--- src/rtl/fetch_miss_refill_if.sv ---
// Beat-wise memory read bus between the miss refill engine (master)
// and the memory side (slave).
interface fetch_miss_refill_if #(
    parameter int memBusWidth = 64
);
    logic                   memReqValid_o;
    logic                   memReqReady_i;
    logic [63:0]            memReqAddr_o;
    logic                   memRspValid_i;
    logic [memBusWidth-1:0] memRspData_i;

    modport master (
        output memReqValid_o,
        output memReqAddr_o,
        input  memReqReady_i,
        input  memRspValid_i,
        input  memRspData_i
    );

    modport slave (
        input  memReqValid_o,
        input  memReqAddr_o,
        output memReqReady_i,
        output memRspValid_i,
        output memRspData_i
    );
endinterface

--- src/rtl/fetch_miss_refill.sv ---
// Fetch miss refill: queues misses, reads lines beat-wise, writes cache.
// Optional MISS_DEDUP_EN drops misses to lines already queued/in flight.
module fetch_miss_refill #(
    parameter int offsetSize        = 5,
    parameter int indexSize         = 8,
    parameter int tagSize           = 64 - (offsetSize + indexSize),
    parameter int cachelineSizeBits = (2 ** offsetSize) * 8,
    parameter int memBusWidth       = 64,
    parameter int queueDepth        = 4
) (
    input  logic                         clock_i,
    input  logic                         reset_i,
    input  logic [tagSize-1:0]           missTag_i,
    input  logic [indexSize-1:0]         missIndex_i,
    input  logic [offsetSize-1:0]        missOffset_i,
    input  logic                         isCacheMiss_i,
    output logic                         missQueueFull_o,
    output logic                         missOverflow_o,
    fetch_miss_refill_if.master          mem,
    output logic [tagSize-1:0]           newTag_o,
    output logic [indexSize-1:0]         newIndex_o,
    output logic [offsetSize-1:0]        newOffset_o,
    output logic [cachelineSizeBits-1:0] newCacheline_o,
    output logic                         cacheUpdateEnable_o
);

    localparam int beatsPerLine = cachelineSizeBits / memBusWidth;
    localparam int BW = (beatsPerLine > 1) ? $clog2(beatsPerLine) : 1;
    localparam int PW = (queueDepth > 1) ? $clog2(queueDepth) : 1;
    localparam int CW = $clog2(queueDepth + 1);

    typedef struct packed {
        logic [tagSize-1:0]    tag;
        logic [indexSize-1:0]  index;
        logic [offsetSize-1:0] offset;
    } miss_t;

    typedef enum logic [1:0] {IDLE, REQ, RECV, WRITE} state_t;

    state_t                 state_q, state_d;
    miss_t                  fifo_q [queueDepth];
    miss_t                  miss_in, cur_q;
    logic [PW-1:0]          rd_ptr, wr_ptr;
    logic [CW-1:0]          count;
    logic                   full, empty, pop, accept, dup;
    logic                   overflow_q;
    logic                   req_valid, capture, upd, last_beat;
    logic [BW-1:0]          beat_q;
    logic [cachelineSizeBits-1:0] line_q, line_d, new_line_q;
    logic [tagSize-1:0]     new_tag_q;
    logic [indexSize-1:0]   new_index_q;
    logic [offsetSize-1:0]  new_offset_q;

    assign miss_in   = {missTag_i, missIndex_i, missOffset_i};
    assign full      = (count == CW'(queueDepth));
    assign empty     = (count == '0);
    assign pop       = (state_q == IDLE) && !empty;
    assign accept    = isCacheMiss_i && !dup && (!full || pop);
    assign last_beat = (beat_q == BW'(beatsPerLine - 1));

`ifdef MISS_DEDUP_EN
    logic [PW-1:0] rel;

    // Only slots between rd_ptr and rd_ptr+count hold live entries.
    always_comb begin
        dup = 1'b0;
        rel = '0;
        for (int i = 0; i < queueDepth; i++) begin
            rel = PW'(i) - rd_ptr;
            if ((CW'(rel) < count) &&
                (fifo_q[i].tag == missTag_i) &&
                (fifo_q[i].index == missIndex_i))
                dup = 1'b1;
        end
        if ((state_q != IDLE) &&
            (cur_q.tag == missTag_i) &&
            (cur_q.index == missIndex_i))
            dup = 1'b1;
    end
`else
    assign dup = 1'b0;
`endif

    always_ff @(posedge clock_i or negedge reset_i) begin
        if (!reset_i) begin
            rd_ptr     <= '0;
            wr_ptr     <= '0;
            count      <= '0;
            overflow_q <= 1'b0;
        end else begin
            if (accept)
                wr_ptr <= wr_ptr + PW'(1);
            if (pop)
                rd_ptr <= rd_ptr + PW'(1);
            if (accept && !pop)
                count <= count + CW'(1);
            else if (pop && !accept)
                count <= count - CW'(1);
            if (isCacheMiss_i && !dup && full && !pop)
                overflow_q <= 1'b1;
        end
    end

    always_ff @(posedge clock_i) begin
        if (accept)
            fifo_q[wr_ptr] <= miss_in;
    end

    always_ff @(posedge clock_i or negedge reset_i) begin
        if (!reset_i)
            state_q <= IDLE;
        else
            state_q <= state_d;
    end

    always_comb begin
        state_d   = state_q;
        req_valid = 1'b0;
        capture   = 1'b0;
        upd       = 1'b0;
        unique case (state_q)
            IDLE: begin
                if (!empty)
                    state_d = REQ;
            end
            REQ: begin
                req_valid = 1'b1;
                if (mem.memReqReady_i)
                    state_d = RECV;
            end
            RECV: begin
                capture = mem.memRspValid_i;
                if (mem.memRspValid_i && last_beat)
                    state_d = WRITE;
            end
            WRITE: begin
                upd     = 1'b1;
                state_d = IDLE;
            end
            default: state_d = IDLE;
        endcase
    end

    always_comb begin
        line_d = line_q;
        for (int k = 0; k < beatsPerLine; k++) begin
            if (capture && (beat_q == BW'(k)))
                line_d[k*memBusWidth +: memBusWidth] = mem.memRspData_i;
        end
    end

    // Update outputs load at the last beat so they hold after the strobe.
    always_ff @(posedge clock_i or negedge reset_i) begin
        if (!reset_i) begin
            cur_q        <= '0;
            beat_q       <= '0;
            line_q       <= '0;
            new_line_q   <= '0;
            new_tag_q    <= '0;
            new_index_q  <= '0;
            new_offset_q <= '0;
        end else begin
            if (pop)
                cur_q <= fifo_q[rd_ptr];
            if ((state_q == REQ) && mem.memReqReady_i)
                beat_q <= '0;
            else if (capture)
                beat_q <= beat_q + BW'(1);
            if (capture)
                line_q <= line_d;
            if (capture && last_beat) begin
                new_line_q   <= line_d;
                new_tag_q    <= cur_q.tag;
                new_index_q  <= cur_q.index;
                new_offset_q <= cur_q.offset;
            end
        end
    end

    assign missQueueFull_o     = full;
    assign missOverflow_o      = overflow_q;
    assign mem.memReqValid_o   = req_valid;
    assign mem.memReqAddr_o    = {cur_q.tag, cur_q.index, {offsetSize{1'b0}}};
    assign newTag_o            = new_tag_q;
    assign newIndex_o          = new_index_q;
    assign newOffset_o         = new_offset_q;
    assign newCacheline_o      = new_line_q;
    assign cacheUpdateEnable_o = upd;

endmodule

--- src/flat_wrapper.sv ---
// flat-port wrapper written by rule: the top's interface ports become plain ports
module fetch_miss_refill_flat 
#(
    parameter int offsetSize        = 5,
    parameter int indexSize         = 8,
    parameter int tagSize           = 64 - (offsetSize + indexSize),
    parameter int cachelineSizeBits = (2 ** offsetSize) * 8,
    parameter int memBusWidth       = 64,
    parameter int queueDepth        = 4
)
  (clock_i, reset_i, missTag_i, missIndex_i, missOffset_i, isCacheMiss_i, missQueueFull_o, missOverflow_o, newTag_o, newIndex_o, newOffset_o, newCacheline_o, cacheUpdateEnable_o, mem_memReqValid_o, mem_memReqAddr_o, mem_memReqReady_i, mem_memRspValid_i, mem_memRspData_i);
  fetch_miss_refill_if #(.memBusWidth(memBusWidth)) mem_i ();
  input  logic clock_i;
  input  logic reset_i;
  input  logic [tagSize-1:0] missTag_i;
  input  logic [indexSize-1:0] missIndex_i;
  input  logic [offsetSize-1:0] missOffset_i;
  input  logic isCacheMiss_i;
  output logic missQueueFull_o;
  output logic missOverflow_o;
  output logic [tagSize-1:0] newTag_o;
  output logic [indexSize-1:0] newIndex_o;
  output logic [offsetSize-1:0] newOffset_o;
  output logic [cachelineSizeBits-1:0] newCacheline_o;
  output logic cacheUpdateEnable_o;
  output wire logic [$bits(mem_i.memReqValid_o)-1:0] mem_memReqValid_o;
  output wire logic [$bits(mem_i.memReqAddr_o)-1:0] mem_memReqAddr_o;
  input wire logic [$bits(mem_i.memReqReady_i)-1:0] mem_memReqReady_i;
  input wire logic [$bits(mem_i.memRspValid_i)-1:0] mem_memRspValid_i;
  input wire logic [$bits(mem_i.memRspData_i)-1:0] mem_memRspData_i;
  assign mem_memReqValid_o = mem_i.memReqValid_o;
  assign mem_memReqAddr_o = mem_i.memReqAddr_o;
  assign mem_i.memReqReady_i = mem_memReqReady_i;
  assign mem_i.memRspValid_i = mem_memRspValid_i;
  assign mem_i.memRspData_i = mem_memRspData_i;
  fetch_miss_refill #(.offsetSize(offsetSize), .indexSize(indexSize), .tagSize(tagSize), .cachelineSizeBits(cachelineSizeBits), .memBusWidth(memBusWidth), .queueDepth(queueDepth)) u_core (.clock_i(clock_i), .reset_i(reset_i), .missTag_i(missTag_i), .missIndex_i(missIndex_i), .missOffset_i(missOffset_i), .isCacheMiss_i(isCacheMiss_i), .missQueueFull_o(missQueueFull_o), .missOverflow_o(missOverflow_o), .mem(mem_i), .newTag_o(newTag_o), .newIndex_o(newIndex_o), .newOffset_o(newOffset_o), .newCacheline_o(newCacheline_o), .cacheUpdateEnable_o(cacheUpdateEnable_o));
endmodule
--- config.mk ---
export PLATFORM = sky130hd
export DESIGN_NAME = fetch_miss_refill_flat
export DESIGN_NICKNAME = d
export VERILOG_FILES = /design/src/rtl/fetch_miss_refill_if.sv /design/src/rtl/fetch_miss_refill.sv /design/src/flat_wrapper.sv
export SDC_FILE = /design/constraint.sdc
export NUM_CORES = 1
export LEC_CHECK = 0
export CORE_MARGIN = 1.5
export CORE_UTILIZATION = 45
export CTS_CLUSTER_DIAMETER = 40
export DETAILED_ROUTE_END_ITERATION = 10
export PLACE_DENSITY = 0.72
export SYNTH_ARGS = -nofsm -noshare
export SYNTH_HDL_FRONTEND = slang
export SYNTH_SLANG_ARGS = --single-unit
--- constraint.sdc ---
create_clock -name clock_i -period 4.1 [get_ports clock_i]
set_input_delay 0.41 -clock clock_i [delete_from_list [all_inputs] [get_ports clock_i]]
set_output_delay 0.41 -clock clock_i [all_outputs]
set_load 0.01 [all_outputs]
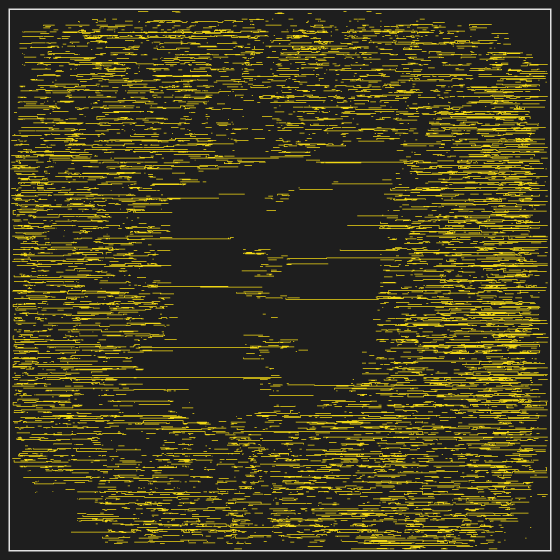
(run_1/m1.png)
main direction: horizontal
nets with wire on the layer: 2376
share of all routed wire: 41%
DR vias: 17700
Routed Wire Length: 74700 µm
GR Layer Usage met1: 26.1%

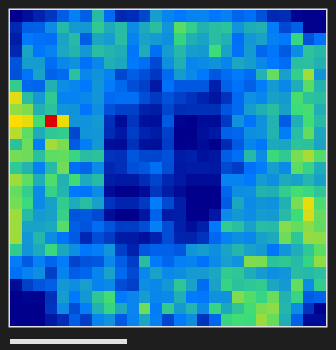
(run_1/route_heat.png)
Scale bar: 100 µm. 27 x 27 tiles, from dark blue (low) to red (high), scaled to the fullest tile. Values are wire area over tile area, all layers added.
tiles over half the peak: 9.6%
nearly empty tiles: 4.8%
mean over tiles: 0.16
emptiest ninth of the die: middle
GR Util All Layers: 20.5%
post-DR wirelength/cell: 21.3 µm

==> impl_metrics.toml, run 1 <==
# physical design summary
[global_route]
grt_util_met2_pct = 34.5
grt_first_pass_wirelength_um = 116000
antenna_found_initial = 6
grt_pass1_vias = 19100
grt.busiest_layer = "met2"
use_met3_pct = 5.60

[clock_network]
htreeDepth = 3
cts_resized = 0
clock_sinks = 844
clk_path_buf_depth = 3
tritoncts = "yes"
hold_buffers = 1
clk_latency_ps = 660
numCtsBuffers = 110
cts_root_buffer = "clkbuf_16"

[critical_path]
crit_end = "u_core.newCacheline_o[132]"
crit_top_cell = "mux2_2"
crit_fanout = 34
critPathRequiredTime_ps = 4620
reg2regPathDepth = 6
critPathBufInv = 2
slowest_stage = "nand3_4"
cpPeakStageDelay_ps = 600
r2r-end = "u_core.newCacheline_o[132]"
timing.rr.start = "u_core.state_q[0]"
cp-startpoint = "u_core.state_q[0]"
path_delay_family = "simple AND/OR/NAND/NOR gates"
cp.depth = 6

[pwr]
power.group.top = "registers"
vdd_ir_drop_max_v = 0.000449
intPower_mw = 23.9
p_per_area_mw_per_mm2 = 800
pwr-share-seq_pct = 39.8
powerComb_mw = 9.98
pwr-share-comb_pct = 29.7
swShare_pct = 28.8

[drt]
ant_nets = 0
drt_pre_antenna_iters = 7
highest_layer = "met5"
drtIter0Drc = 1079
drc = 0
dr_wl_met3_um = 5110

[placed_design]
placed_cells = 3291
place.gp.congestion = 0.815
placed_area_mm2 = 0.0379

[final_layout]
drive_gt1_share_pct = 29.7
fin_cells = 3500
final_nets = 2612

[synth]
ys.flops = 844
syn_area_per_cell_um2 = 16.5
yosysWarnings = 0
syn_inst = 1956
flop_cell = "dfrtp_1"
synth.cell_area_mm2 = 0.0322
async_reset_ff_share_pct = 69.7
edf_count = 256
top_cells_by_area = "dfrtp_1, edfxtp_1, mux2_2, nand2_1, mux4_2"
ys_cells = 1956
synth.top_cell.area_share_pct = 45.7

[final_timing]
slew_headroom_pct = 28.5
tightest_slew_ps = 1070
hold_violations = 0
setup_viol = 0
rsz0062_at_grt = "no"
slew_viol_final = 0
holdWs_ps = 361
fin_crit_ps = 2850
skew_ps = 27.7
finalClockPeriodUsage_pct = 69.5

[hold_path]
hold_end = "u_core.beat_q[1]"
hp-start = "mem_memReqReady_i"

[status]
outcome = "finished clean"

[flow_run]
maxCapViolCount = 0

[floorplanning]
dieArea_mm2 = 0.0732
die_w_um = 271
initCoreUtil_pct = 45.8
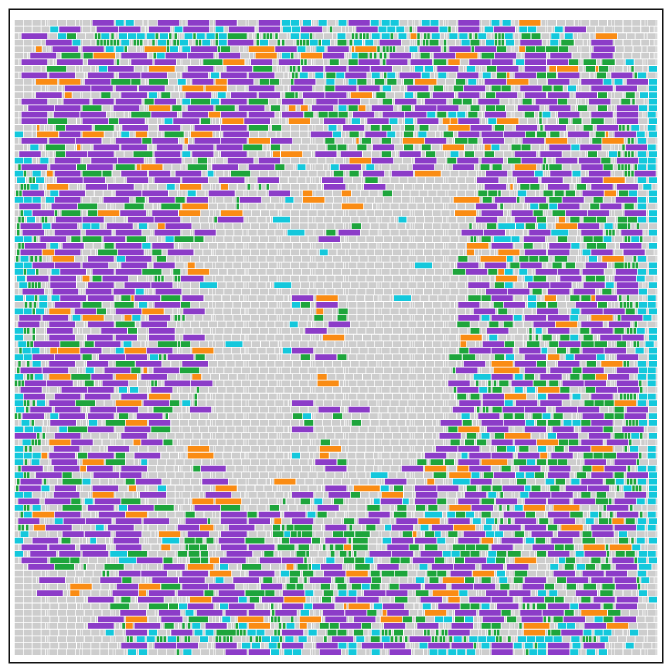
(run_1/class_map.png)
Fill, decap, tap and diode cells in grey.
[clock drivers and dummy loads] orange | cells: 207
[remaining logic cells] green | cells: 960
[remaining buffers and delay cells] cyan | cells: 548
[registers] purple | cells: 844
FP Rows: 97
Final Util: 59.6%
Core ar.: 0.0704 mm²
cell area after layout: 0.0420 mm²
Seq/total area: 53.4%

## run 1: placed cells by master, fill, tap and decap left out, drive strengths merged, types with 5 or more instances in the layout
cell type / instances
dfrtp: 588
clkdlybuf4s50: 514
mux2: 451
nand2: 386
edfxtp: 256
clkbuf: 136
mux4: 64
inv: 37
buf: 33
clkinv: 19
bufinv: 15
ha: 14
clkinvlp: 10
conb: 5
## run 1: final cells by class
cell class | instances | area (µm²)
antenna | 1 | 2.50
clock buffer | 136 | 3040
clock inverter | 71 | 1010
fill | 5218 | 28400
inverter | 10 | 37.5
multi-input combinational | 950 | 8660
sequential | 844 | 22400
tap | 940 | 1180
timing repair buffer | 548 | 5620
## run 1: metrics by stage
| stage | util [%] | power (mW) | setup WS [ps] |
|---|---|---|---|
| 2_1_floorplan | - | 18.9 | 1120 |
| 3_3_place_gp | 53.8 | 23.2 | 1210 |
| 3_5_place_dp | 53.8 | 23.6 | 1160 |
| 4_1_cts | 59.6 | 34.0 | 1230 |
| 5_1_grt | 59.6 | 35.2 | 1080 |
| 6_report | 59.6 | 33.6 | 1250 |
## run 1: logic make-up (layout without fill, tap and decap cells)
logic type	after synthesis	after routing	synth area share [%]
AND-OR/OR-AND	6	6	0.163
XOR/XNOR	7	7	0.190
adder cells (fa/ha/maj)	15	15	0.606
buffers and inverters	166	765	3.75
flip-flops	844	844	69.5
multiplexers	517	517	20.9
other	1	6	0.0116
AND/OR/NAND/NOR	400	400	4.85
## run 1: cell usage after synthesis (14+ instances only)
master / count
mux4_2: 64
nand2_1: 386
buf_6: 16
edfxtp_1: 256
dfrtp_1: 588
mux2_4: 51
buf_2: 21
buf_4: 90
ha_1: 14
mux2_2: 400
clkbuf_1: 19
==> run_1/clock_nets.png <==
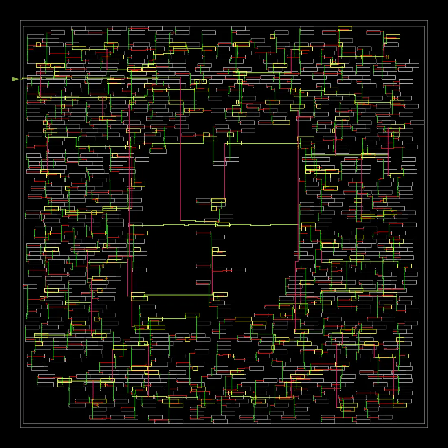

==> inputs of run 2 (changes only) <==
==> constraint.sdc (replaced) <==
create_clock -name clock_i -period 2.72 [get_ports clock_i]
set_input_delay 0.272 -clock clock_i [delete_from_list [all_inputs] [get_ports clock_i]]
set_output_delay 0.272 -clock clock_i [all_outputs]
set_load 0.01 [all_outputs]
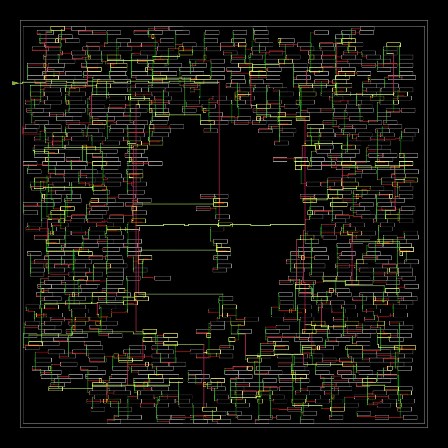
(run_2/clock_nets.png)
cts bufs inserted: 112
Clock Latency Late Sink: 650 ps
clkbuf count: 145

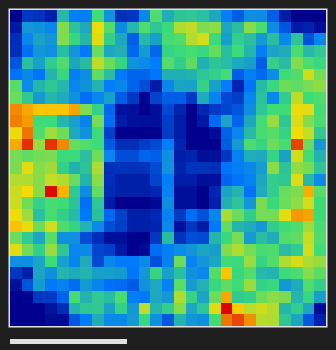
(run_2/route_heat.png)
Scale bar: 100 µm. 27 x 27 tiles, from dark blue (low) to red (high), scaled to the fullest tile. Values are wire area over tile area, all layers added.
tiles over half the peak: 28%
nearly empty tiles: 4.8%
mean over tiles: 0.17
fullest tile: 0.46
emptiest ninth of the die: middle

==> impl_metrics.toml, run 2 <==
# physical design summary
[pwr]
p_seq_mw = 20.2
p_per_area_mw_per_mm2 = 1200
power.group.top = "registers"
intPower_mw = 35.9
pwr-share-seq_pct = 40.0
pwr-share-comb_pct = 30.6
powerComb_mw = 15.5
swShare_pct = 28.9
vdd_ir_drop_max_v = 0.000766
p_clk_share_pct = 29.3

[final_timing]
skew_ps = 23.4
slew_viol_final = 0
fin_crit_ps = 2500
finalClockPeriodUsage_pct = 91.8
hold_violations = 0
rsz0062_at_grt = "no"
setup_viol = 0
tightest_slew_ps = 687
slew_headroom_pct = 54.2

[drt]
vias = 18000
dr_wl_met3_um = 5380
drt_pre_antenna_iters = 5
wl_um = 76400
drc = 0
wl_per_cell_um = 21.6
wl_met2_um = 37900
highest_layer = "met5"
ant_nets = 0
viasPerCell = 5.10
drtIter0Drc = 1073

[floorplanning]
fp-row-count = 97
coreArea_mm2 = 0.0704
initCoreUtil_pct = 45.8
die_w_um = 271
dieArea_mm2 = 0.0732

[critical_path]
crit_fanout = 5
slowest_stage = "clkdlybuf4s50_1"
cpPeakStageDelay_ps = 640
critPathBufInv = 1
critPathRequiredTime_ps = 2450
start_kind = "register"
path_class = "register to primary output"
path_delay_family = "buffers and inverters"

[flow_run]
maxCapViolCount = 0

[synth]
mux_area_share_pct = 20.9
yosys.cell_count.top_type = "dfrtp_1"
flop_cell = "dfrtp_1"
top_area_cell = "dfrtp_1"
compound_area_share_pct = 0.163
ys.flops = 844
edf_count = 256
syn_inst = 1956
synth.logic.top_family = "multiplexers"
simple_gate_share_pct = 4.85
top_cells_by_area = "dfrtp_1, edfxtp_1, mux2_2, nand2_1, mux4_2"
ys_types = 30
syn_area_per_cell_um2 = 16.5
async_reset_ff_share_pct = 69.7
xor_share_pct = 0.190
synth.top_cell.area_share_pct = 45.7
ys_cells = 1956
common_cells = "dfrtp_1, mux2_2, nand2_1"
yosysWarnings = 0
synth.cell_area_mm2 = 0.0322
synthAdderAreaFrac_pct = 0.606
ys_chip_area_mm2 = 0.0322

[final_layout]
layout_top_cell = "dfrtp_1"
drive_gt1_share_pct = 30.0
fin_cells = 3532
fill_cells = 5175
final_nets = 2642
seq_area_mm2 = 0.0224
logic_area_mm2 = 0.00866
lay_top_cells = "dfrtp_1, clkdlybuf4s50_1, mux2_2, nand2_1, edfxtp_1"

[clock_network]
htreeDepth = 3
cts_root_buffer = "clkbuf_16"
path_clk_slew_ps = 50
tritoncts = "yes"
clk_path_buf_depth = 3
clock_sinks = 844
hold_buffers = 1
cts_resized = 0
cts_setup_buffers = 0

[global_route]
antenna_found_initial = 5
grt_util_met2_pct = 34.7
grt.busiest_layer = "met2"
grtUsageMet1_pct = 26.9
grt_first_pass_wirelength_um = 118000
overflow = 0
use_met3_pct = 5.74
grt_pass1_vias = 19400
grt_use_total_pct = 20.9

[status]
outcome = "finished clean"

[placed_design]
place.gp.congestion = 0.822
placed_cells = 3319
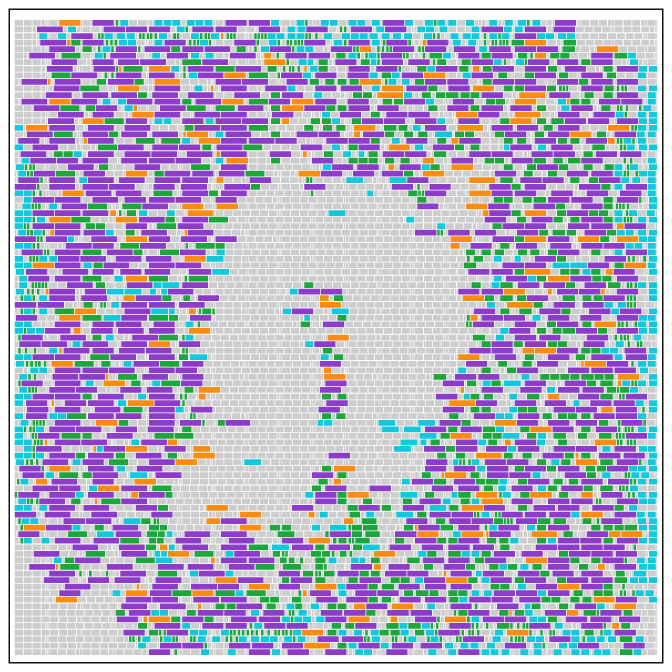
(run_2/class_map.png)
Fill, decap, tap and diode cells in grey.
[remaining logic cells] green | cells: 960
[registers] purple | cells: 844
[remaining buffers and delay cells] cyan | cells: 576
[clock drivers and dummy loads] orange | cells: 211
Final Util: 60.0%
Seq/total area: 53.0%
cell area after layout: 0.0422 mm²

-- run 2: cell types whose count changed in the layout (fill, tap and decap cells not counted), moves of 4 or more --
cell / delta
buf_12: +18
buf_4: +10
clkbuf_1: +10
inv_6: -10
clkinv_2: +8
clkinv_1: +5
bufinv_16: -4
clkinv_4: +4
clkinvlp_4: -4
inv_8: -4
-- run 2: cell type report --
type,count,area share [%]
Antenna cell,1,0.00592
Multi-Input combinational cell,950,20.5
Inverter,10,0.0889
Clock inverter,66,1.93
Sequential cell,844,53.0
Clock buffer,145,7.31
Timing Repair Buffer,576,14.3
Tap cell,940,2.78
-- run 2: worst paths after layout --
path                              startpoint                    endpoint  slack [ps]  cells after the start
min reg2reg                  u_core.cur_q[1]       u_core.newOffset_o[1]         470                      2
min                                  reset_i          u_core.line_q[148]         160                      2
max                          u_core.count[0]             missQueueFull_o         220                      2
max reg2reg                u_core.state_q[0]  u_core.newCacheline_o[111]         370                      6
min in group clock_i           missTag_i[39]        u_core.fifo_q[3][52]         240                      1
max in group asynchronous            reset_i          u_core.line_q[120]        1500                      3
-- run 2: cells by family after synthesis --
logic type      count (synthesis)
flops                         844
mux                           517
simple gates                  400
buf+inv                       166
fa+ha+maj                      15
xor+xnor                        7
compound gates                  6
other cells                     1
-- run 2: stage by stage --
stage	total power, mW	setup slack, ps	utilization (%)	hold WS [ps]	instance area [µm²]
after floorplan	28.4	434	-	-23.6	32200
after global placement	35.4	320	54.4	303	38300
after detailed placement	36.0	258	54.4	305	38300
after CTS	51.1	149	60.0	184	42200
after global routing	52.9	101	60.0	192	42200
final	50.5	223	60.0	161	42200
-- run 2: worst register-to-register path, cell delays in order, from the launching register on --
cell and delay (ps):
dfrtp_1 400, inv_1 130, ha_1 400, nand3_4 400
buf_12 310, mux2_2 330, mux2_2 280
==> inputs of run 3 (changes only) <==
--- a/config.mk
+++ b/config.mk
@@ -10,6 +10,7 @@
 export CTS_CLUSTER_DIAMETER = 40
 export DETAILED_ROUTE_END_ITERATION = 10
 export PLACE_DENSITY = 0.72
+export SKIP_CTS_REPAIR_TIMING = 1
 export SYNTH_ARGS = -nofsm -noshare
 export SYNTH_HDL_FRONTEND = slang
 export SYNTH_SLANG_ARGS = --single-unit
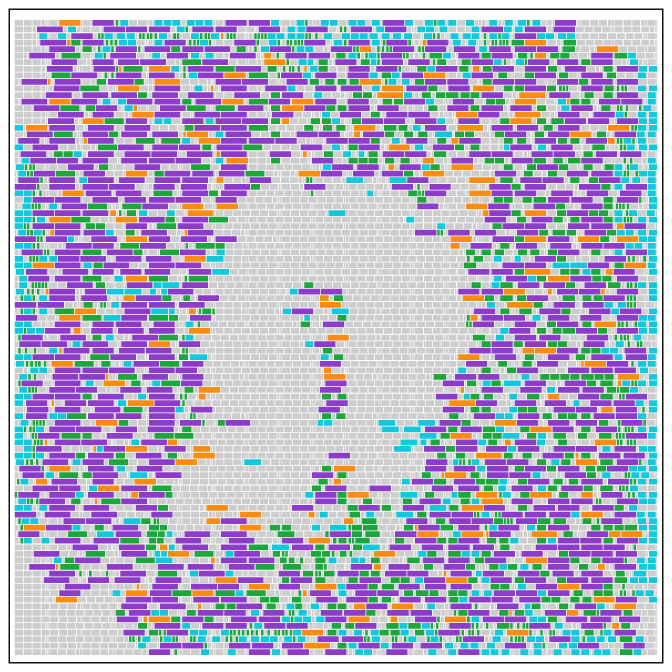
(run_3/class_map.png)
Fill, decap, tap and diode cells in grey.
[remaining buffers and delay cells] cyan | cells: 576
[clock drivers and dummy loads] orange | cells: 211
[registers] purple | cells: 844
[remaining logic cells] green | cells: 960

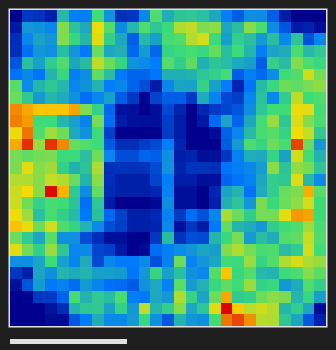
(run_3/route_heat.png)
Scale bar: 100 µm. 27 x 27 tiles, from dark blue (low) to red (high), scaled to the fullest tile. Values are wire area over tile area, all layers added.
fullest tile: 0.46
mean over tiles: 0.17
nearly empty tiles: 4.8%

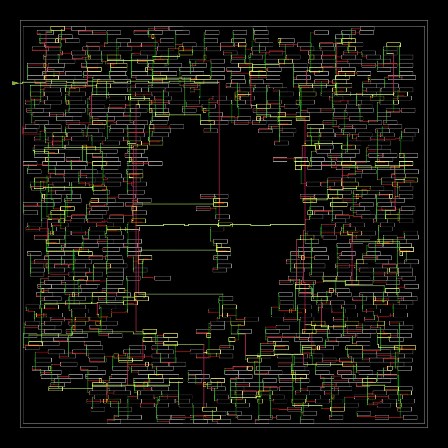
(run_3/clock_nets.png)
Layout Skew: 23.4 ps
Sink Count: 844
Flops: 844
Power Clock: 14.8 mW

==> impl_metrics.toml, run 3 <==
# physical design summary
[final_timing]
slew_headroom_pct = 54.2
rsz0062_at_grt = "no"
setup_viol = 0
tightest_slew_ps = 687
fin_crit_ps = 2500
fmax_mhz = 400
finalClockPeriodUsage_pct = 91.8
slew_viol_final = 0
hold_violations = 0
tns_ps = 0

[floorplanning]
die_w_um = 271
coreArea_mm2 = 0.0704
dieArea_mm2 = 0.0732
initCoreUtil_pct = 45.8
fp-row-count = 97
io_pins = 521
die_h_um = 271

[synth]
async_reset_ff_share_pct = 69.7
yosys.cell_count.top_type = "dfrtp_1"
ys_seq_share_pct = 69.5
synth.logic.top_family = "multiplexers"
xor_share_pct = 0.190
yosysWarnings = 0
synth.top_cell.area_share_pct = 45.7
ys_types = 30
ys_cells = 1956
mux_area_share_pct = 20.9
simple_gate_share_pct = 4.85
syn_area_per_cell_um2 = 16.5
top_cells_by_area = "dfrtp_1, edfxtp_1, mux2_2, nand2_1, mux4_2"
flop_cell = "dfrtp_1"
syn_inst = 1956
ys_chip_area_mm2 = 0.0322
edf_count = 256
top_area_cell = "dfrtp_1"
synthAdderAreaFrac_pct = 0.606
synth.cell_area_mm2 = 0.0322
compound_area_share_pct = 0.163
common_cells = "dfrtp_1, mux2_2, nand2_1"
ys.flops = 844

[critical_path]
start_kind = "register"
path_class = "register to primary output"
crit_arrival_ps = 2230
cpPeakStageDelay_ps = 640
crit_fanout = 5
path_delay_family = "buffers and inverters"
slowest_stage = "clkdlybuf4s50_1"
critPathBufInv = 1
critPathCaptureType = "primary output"
critPathRequiredTime_ps = 2450

[drt]
drc = 0
drt_pre_antenna_iters = 5
dr_wl_met3_um = 5380
ant_nets = 0
wl_um = 76400
vias = 18000
wl_met2_um = 37900
highest_layer = "met5"
drtIter0Drc = 1073
viasPerCell = 5.10
wl_per_cell_um = 21.6
wl_met1_um = 31500

[pwr]
p_clk_share_pct = 29.3
p_seq_mw = 20.2
vdd_ir_drop_max_v = 0.000766
p_sw_mw = 14.6
intPower_mw = 35.9
power.group.top = "registers"
p_per_area_mw_per_mm2 = 1200
pwr-share-comb_pct = 30.6
pwr-share-seq_pct = 40.0
powerComb_mw = 15.5
swShare_pct = 28.9

[final_layout]
syn2layout_area_growth_pct = 31.1
layout_top_cell = "dfrtp_1"
fill_cells = 5175
fin_cells = 3532
logic_area_mm2 = 0.00866
final_nets = 2642
seq_area_mm2 = 0.0224
drive_gt1_share_pct = 30.0
lay_top_cells = "dfrtp_1, clkdlybuf4s50_1, mux2_2, nand2_1, edfxtp_1"

[global_route]
grt_max_degree = 129
overflow = 0
grt_first_pass_wirelength_um = 118000
grt_use_total_pct = 20.9
antenna_found_initial = 5
grt_pass1_vias = 19400

[clock_network]
tritoncts = "yes"
clk_path_buf_depth = 3
cts_root_buffer = "clkbuf_16"
numCtsBuffers = 112
path_clk_slew_ps = 50
clk_latency_ps = 650
htreeDepth = 3

[status]
outcome = "finished clean"

[placed_design]
place.gp.congestion = 0.822
hpwl_um = 51200
place.port_buffers = 515
placed_cells = 3319

[hold_path]
hp-class = "primary input to async pin"

[flow_run]
maxCapViolCount = 0
## run 3: cell families after synthesis
group	Yosys count
DFF	844
buffers and inverters	166
muxes	517
other	1
and+or+nand+nor	400
AOI/OAI and AO/OA	6
adders and majority gates	15
xor gates and xnor gates	7
## run 3: final timing paths
check	from	end	slack, ps	cells after the start
min in group clock_i	missTag_i[39]	u_core.fifo_q[3][52]	240	1
max in group asynchronous	reset_i	u_core.line_q[120]	1500	3
max reg2reg	u_core.state_q[0]	u_core.newCacheline_o[111]	370	6
min reg2reg	u_core.cur_q[1]	u_core.newOffset_o[1]	470	2
min	reset_i	u_core.line_q[148]	160	2
max	u_core.count[0]	missQueueFull_o	220	2
## run 3: stage by stage
| stage | utilization [%] | total power, mW | cell area (µm²) | hold WS (ps) | worst slack [ps] |
|---|---|---|---|---|---|
| after floorplan | - | 28.4 | 32200 | -23.6 | 434 |
| after global placement | 54.4 | 35.4 | 38300 | 303 | 320 |
| after detailed placement | 54.4 | 36.0 | 38300 | 305 | 258 |
| after CTS | 60.0 | 51.1 | 42200 | -419 | 149 |
| after global routing | 60.0 | 52.9 | 42200 | 192 | 101 |
| final | 60.0 | 50.5 | 42200 | 161 | 223 |
## run 3: cell type report
| cell class | count | area share (%) |
|---|---|---|
| clock buffers | 145 | 7.31 |
| repair buffers | 576 | 14.3 |
| well taps | 940 | 2.78 |
| diodes | 1 | 0.00592 |
| multi-input cells | 950 | 20.5 |
| clock inverters | 66 | 1.93 |
| inverters | 10 | 0.0889 |
| flip-flops and latches | 844 | 53.0 |
## run 3: metal layers
metal	vias up	global-route usage, %
li1	7907	-
met1	9415	26.9
met2	580	34.7
met3	112	5.75
met4	8	6.10
met5	-	0
Power is estimated from default activity; no workload was simulated.
